`config.mk`:
```
export PLATFORM = sky130hd
export DESIGN_NAME = user_mem_sequencer
export DESIGN_NICKNAME = d
export VERILOG_FILES = /design/src/rtl/user_mem_pkg.sv /design/src/rtl/user_mem_sequencer_rd_timeout.sv /design/src/rtl/user_mem_sequencer.sv
export SDC_FILE = /design/constraint.sdc
export NUM_CORES = 1
export LEC_CHECK = 0
export CORE_UTILIZATION = 37
export DETAILED_ROUTE_END_ITERATION = 8
export GPL_TIMING_DRIVEN = 0
export PLACE_DENSITY_LB_ADDON = 0.1
export SLEW_MARGIN = 10
export SYNTH_ARGS = -nofsm -noshare
export SYNTH_HDL_FRONTEND = slang
export SYNTH_SLANG_ARGS = --single-unit
```
`constraint.sdc`:
```
create_clock -name clk -period 3.5 [get_ports clk]
set_input_delay 0.7 -clock clk [delete_from_list [all_inputs] [get_ports clk]]
set_output_delay 0.7 -clock clk [all_outputs]
set_load 0.01 [all_outputs]
```
`src/rtl/user_mem_pkg.sv`:
```
// Shared types and helpers for the user memory sequencer.
//   state_t    : sequencer FSM states
//   Def*Code   : default mailbox flag values written back to the host
//   byte_swap  : reverses the low nbytes bytes of a word (upper bits zero)
package user_mem_pkg;

    typedef enum logic [2:0] {
        StIdle,
        StWait,
        StRdWait,
        StDone,
        StError
    } state_t;

    localparam logic [31:0] DefAckCode  = 32'd2;
    localparam logic [31:0] DefDoneCode = 32'd4;
    localparam logic [31:0] DefErrCode  = 32'd8;

    localparam int unsigned MaxDataW = 256;

    function automatic logic [MaxDataW-1:0] byte_swap(input logic [MaxDataW-1:0] din,
                                                     input int unsigned nbytes);
        logic [MaxDataW-1:0] dout;
        dout = '0;
        for (int unsigned i = 0; i < MaxDataW / 8; i++) begin
            if (i < nbytes) begin
                dout[8*i +: 8] = din[8*(nbytes-1-i) +: 8];
            end
        end
        return dout;
    endfunction

endpackage

```
`src/rtl/user_mem_sequencer_rd_timeout.sv`:
```
// Read timeout counter.
//   load   : clear the count (a new read has been issued)
//   en     : one more RD_WAIT cycle passed without read data
//   expire : high on the LIMIT-th consecutive enabled cycle
module rd_timeout_ctr #(
    parameter int unsigned LIMIT = 255
) (
    input  logic clk,
    input  logic rst_n,
    input  logic load,
    input  logic en,
    output logic expire
);

    localparam int unsigned CntW = $clog2(LIMIT + 1);

    logic [CntW-1:0] cnt_q;

    always_ff @(posedge clk or negedge rst_n) begin
        if (!rst_n) begin
            cnt_q <= '0;
        end else if (load) begin
            cnt_q <= '0;
        end else if (en && !expire) begin
            cnt_q <= cnt_q + 1'b1;
        end
    end

    assign expire = en && (cnt_q == CntW'(LIMIT - 1));

endmodule

```
`src/rtl/user_mem_sequencer.sv`:
```
// Sequences user read/write requests onto a simple memory port, gated by a
// host mailbox protocol (start/abort commands written to FLAG_ADDR).
//   host side   : pci_input_data, pci_req_addr, pci_wr_en
//   memory side : rd_req, FPGA_wr_en, req_addr, write_data, rd_data, rd_ready
//   mailbox     : flag_we, out_flag (ack / done / error write-back)
//   user side   : user_req, user_rd_wr, user_addr, user_wdata, user_set_done,
//                 user_ready, user_gnt, user_rd_data, user_rd_valid, op_count
// Memory strobes and flag writes respond combinationally in the request cycle.
module user_mem_sequencer
    import user_mem_pkg::*;
#(
    parameter int unsigned          ADDR_W     = 21,
    parameter int unsigned          DATA_W     = 32,
    parameter logic [ADDR_W-1:0]    FLAG_ADDR  = 21'h07FFFE,
    parameter logic [DATA_W-1:0]    START_CODE = 32'h0001_0000,
    parameter logic [DATA_W-1:0]    ABORT_CODE = 32'h0008_0000,
    parameter logic [31:0]          ACK_CODE   = DefAckCode,
    parameter logic [31:0]          DONE_CODE  = DefDoneCode,
    parameter logic [31:0]          ERR_CODE   = DefErrCode,
    parameter bit                   SWAP_EN    = 1'b1,
    parameter int unsigned          RD_TIMEOUT = 255
) (
    input  logic              clk,
    input  logic              rst_n,
    input  logic [DATA_W-1:0] pci_input_data,
    input  logic [ADDR_W-1:0] pci_req_addr,
    input  logic              pci_wr_en,
    input  logic [DATA_W-1:0] rd_data,
    input  logic              rd_ready,
    input  logic              user_req,
    input  logic              user_rd_wr,
    input  logic [ADDR_W-1:0] user_addr,
    input  logic [DATA_W-1:0] user_wdata,
    input  logic              user_set_done,
    output logic              rd_req,
    output logic              FPGA_wr_en,
    output logic [ADDR_W-1:0] req_addr,
    output logic [DATA_W-1:0] write_data,
    output logic              flag_we,
    output logic [DATA_W-1:0] out_flag,
    output logic              user_ready,
    output logic              user_gnt,
    output logic [DATA_W-1:0] user_rd_data,
    output logic              user_rd_valid,
    output logic [15:0]       op_count
);

    function automatic logic [DATA_W-1:0] swap(input logic [DATA_W-1:0] d);
        if (SWAP_EN) begin
            return DATA_W'(byte_swap(MaxDataW'(d), DATA_W / 8));
        end
        return d;
    endfunction

    state_t            state_q;
    logic [15:0]       op_count_q;
    logic              done_pending_q;
    logic [ADDR_W-1:0] rd_addr_q;
    logic [DATA_W-1:0] user_rd_data_q;
    logic              user_rd_valid_q;

    // Qualified with rst_n so nothing leaks out combinationally during reset.
    logic start_wr, abort_wr;
    assign start_wr = rst_n && pci_wr_en && (pci_req_addr == FLAG_ADDR) &&
                      (pci_input_data == START_CODE);
    assign abort_wr = rst_n && pci_wr_en && (pci_req_addr == FLAG_ADDR) &&
                      (pci_input_data == ABORT_CODE);

    // Abort outranks a same-cycle user request.
    logic wr_gnt, rd_gnt;
    assign wr_gnt = (state_q == StWait) && !abort_wr && user_req && user_rd_wr;
    assign rd_gnt = (state_q == StWait) && !abort_wr && user_req && !user_rd_wr;

    logic [15:0] op_count_inc;
    assign op_count_inc = (op_count_q == 16'hFFFF) ? op_count_q : op_count_q + 16'd1;

    logic tmo_expire;

    rd_timeout_ctr #(
        .LIMIT (RD_TIMEOUT)
    ) u_rd_timeout (
        .clk    (clk),
        .rst_n  (rst_n),
        .load   (rd_gnt),
        .en     ((state_q == StRdWait) && !rd_ready && !abort_wr),
        .expire (tmo_expire)
    );

    always_comb begin
        rd_req     = 1'b0;
        FPGA_wr_en = 1'b0;
        req_addr   = '0;
        write_data = '0;
        flag_we    = 1'b0;
        out_flag   = '0;
        user_ready = 1'b0;
        user_gnt   = 1'b0;
        unique case (state_q)
            StIdle: begin
                if (start_wr) begin
                    flag_we  = 1'b1;
                    out_flag = DATA_W'(ACK_CODE);
                    req_addr = FLAG_ADDR;
                end
            end
            StWait: begin
                user_ready = 1'b1;
                if (wr_gnt || rd_gnt) begin
                    user_gnt = 1'b1;
                    req_addr = user_addr;
                end
                if (wr_gnt) begin
                    FPGA_wr_en = 1'b1;
                    write_data = swap(user_wdata);
                end
                rd_req = rd_gnt;
            end
            StRdWait: begin
                rd_req   = 1'b1;
                req_addr = rd_addr_q;
            end
            StDone: begin
                flag_we  = 1'b1;
                req_addr = FLAG_ADDR;
                out_flag = DATA_W'({op_count_q, DONE_CODE[15:0]});
            end
            StError: begin
                flag_we  = 1'b1;
                req_addr = FLAG_ADDR;
                out_flag = DATA_W'({op_count_q, ERR_CODE[15:0]});
            end
            default: ;
        endcase
    end

    always_ff @(posedge clk or negedge rst_n) begin
        if (!rst_n) begin
            state_q         <= StIdle;
            op_count_q      <= '0;
            done_pending_q  <= 1'b0;
            rd_addr_q       <= '0;
            user_rd_data_q  <= '0;
            user_rd_valid_q <= 1'b0;
        end else begin
            user_rd_valid_q <= 1'b0;
            unique case (state_q)
                StIdle: begin
                    if (start_wr) begin
                        state_q        <= StWait;
                        op_count_q     <= '0;
                        done_pending_q <= 1'b0;
                    end
                end
                StWait: begin
                    if (abort_wr) begin
                        state_q <= StError;
                    end else if (wr_gnt) begin
                        op_count_q <= op_count_inc;
                        if (user_set_done) state_q <= StDone;
                    end else if (rd_gnt) begin
                        rd_addr_q      <= user_addr;
                        done_pending_q <= user_set_done;
                        state_q        <= StRdWait;
                    end else if (user_set_done) begin
                        state_q <= StDone;
                    end
                end
                StRdWait: begin
                    if (abort_wr) begin
                        state_q <= StError;
                    end else if (rd_ready) begin
                        user_rd_data_q  <= swap(rd_data);
                        user_rd_valid_q <= 1'b1;
                        op_count_q      <= op_count_inc;
                        done_pending_q  <= 1'b0;
                        state_q <= (done_pending_q || user_set_done) ? StDone : StWait;
                    end else begin
                        if (user_set_done) done_pending_q <= 1'b1;
                        if (tmo_expire) state_q <= StError;
                    end
                end
                StDone, StError: begin
                    state_q        <= StIdle;
                    done_pending_q <= 1'b0;
                end
                default: state_q <= StIdle;
            endcase
        end
    end

    assign op_count      = op_count_q;
    assign user_rd_data  = user_rd_data_q;
    assign user_rd_valid = user_rd_valid_q;

endmodule
```
clock_wires.png
The bar under the picture is 20 um long.
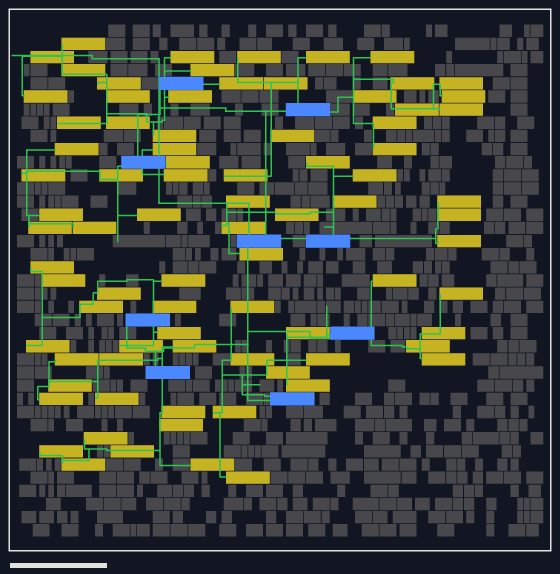
legend:
  yellow:
    item: flip-flops
    count: 82
  blue:
    item: clock-net drivers
    count: 9
  green:
    item: clock wires
    length: 1060 um
routed clock nets: 10
flops lie: widely spread
clk_skew: 0.007501 ns
clk pwr: 1.02 mW

gates.png
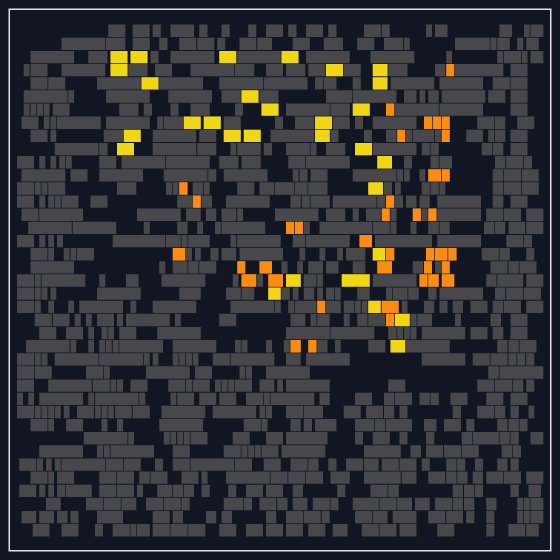
legend:
  orange:
    family: aoi and oai cells
    cells: 38
    most_used: o21ai_0
  yellow:
    family: non-inverting ao/oa cells
    cells: 30
    most_used: a221o_1
post-route non-filler standard cell count: 941
most frequent logic cell in the layout: clkdlybuf4s50_1
combinational share of cell area: 0.2979

layers.png
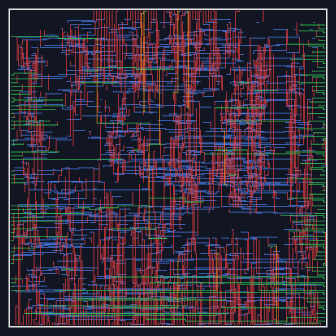
legend:
  red:
    layer: M2
    wire_length: 8220 um
  blue:
    layer: M1
    wire_length: 6080 um
  green:
    layer: M3
    wire_length: 1770 um
  orange:
    layer: M4
    wire_length: 284 um
WL final: 16350 um
drt wl/cell: 17.38 um
routed vias: 4819
gr usage total: 0.2613

port_trees.png
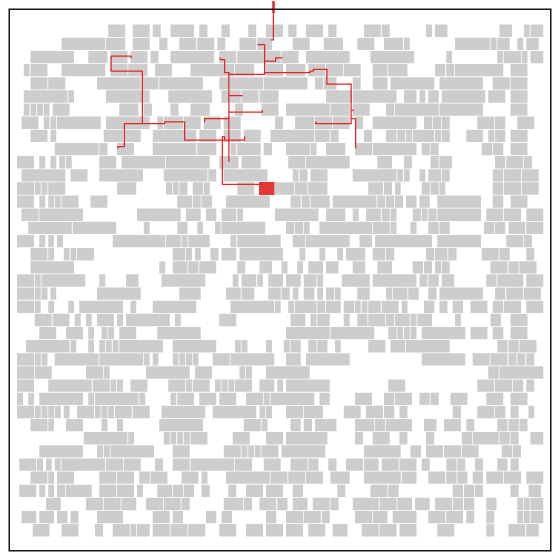
legend:
  red:
    port: `flag_we`
    direction: output
    edge: top
    end_cells: 1
    buffers: 2
    wire: 191 um
PortBufs: 270
number of I/O pins: 284

==> results.toml <==
# yosys + openroad results
[detailed_routing]
ant_nets = 0
viasPerCell = 5.121
wl_met1_um = 6078
drc = 20
dr.max_layer_used = "met4"
drt-initial-drc-count = 253

[power]
powerSeq_uw = 961
p_leak_nw = 3.728
net-switching-power_uw = 467.7
power.density_nw_per_um2 = 287.0
power.group.top = "clock"

[synthesis]
ys_top_logic_family = "simple AND/OR/NAND/NOR gates"
edf_count = 0
syn_avg_cell_area_um2 = 9.130
common_cells = "nand2_1, dfrtp_1, and2_1"
simple_gate_area_frac = 0.3002
area_leaders = "dfrtp_1, nand2_1, and2_1"
synth_cells = 488
ys_sh_adder = 0.008425
synth_flops = 82
top_area_cell = "dfrtp_1"
synth_cell_types = 53
ys_cells = 488
top_area_frac = 0.4605

[layout]
area_growth_pct = 73.66
fillCellCount = 979
clockNetworkAreaShare = 0.04107
clock_buffers = 11
layout.nonclk_buf_frac = 0.3697
layout.nets = 941
antenna_cells = 0
buffers = 319
largest_reg_flops = 32
combGateArea_um2 = 2305
inverters = 5
drive_above_1_share = 0.1905

[global_route]
grtUsageMet2 = 0.4451
top_usage_layer = "met2"
use_met3 = 0.09309
grtUsageMet1 = 0.3060
antenna_found_initial = 0

[placement]
dp_cells = 914
placed_cell_area_um2 = 7407
dp_hpwl_um = 12480

[sta]
fin_ws_ns = -0.05985
fin_crit_sh = 1.017
finalSetupViolCount = 18
hold_viol = 0
finalMaxSlewViolations = 0
period_needed_ns = 3.560
rsz0062_at_grt = "yes"
max_freq_mhz = 280.9

[die]
taps = 143
die_width_um = 111.7
rows = 39
chip_area_um2 = 12480
fp.dieH_um = 111.7
fp_util = 0.3853

[critical_path]
critical_path_class = "in2out"
required_ns = 2.80
rr_startpoint = "state_q[2]$_DFFE_PN0P_"
r2r_slack_ns = 0.68
rr_worst_depth = 8
end_kind = "output port"
crit_path_max_fanout = 6
r2r_end = "u_rd_timeout.cnt_q[5]$_DFFE_PN0P_"

[clocking]
cts_tree = "done"
clock_latency_ns = 0.34
cts_setup_buffers = 5
root_buffer = "clkbuf_16"
numCtsBuffers = 9
clock_path_buffers = 2
h-tree-depth = 3
ctsHoldBuffers = 0
path_clk_slew_ns = 0.07

[run]
cap_violations = 0

[outcome]
violations = "DRC, setup timing"
outcome = "complete, but fails checks"

[min_path]
hold_path.class = "in2async"
-- per-stage QoR --
stage          utilization  hold WS [ns]  setup TNS (ns)  power [mW]
2_1_floorplan            -        0.4044               0       1.012
3_3_place_gp        0.6383        0.4595         -525.71       1.211
3_5_place_dp        0.6405        0.4615          -68.82       1.218
4_1_cts             0.6655        0.2354         -0.2093       2.240
5_1_grt             0.6690        0.2112          -2.826       2.293
6_report            0.6690        0.2028         -0.7594       2.221
-- critical path, cell delays in order --
cell	delay [ns]
buf_8	0.10
or4bb_4	0.57
nor4_4	0.37
and4_4	0.31
buf_6	0.12
nor2_4	0.06
clkbuf_8	0.15
a221o_1	0.32
buf_2	0.14
Power figures rest on the tool's default switching activity, not on a simulated workload.
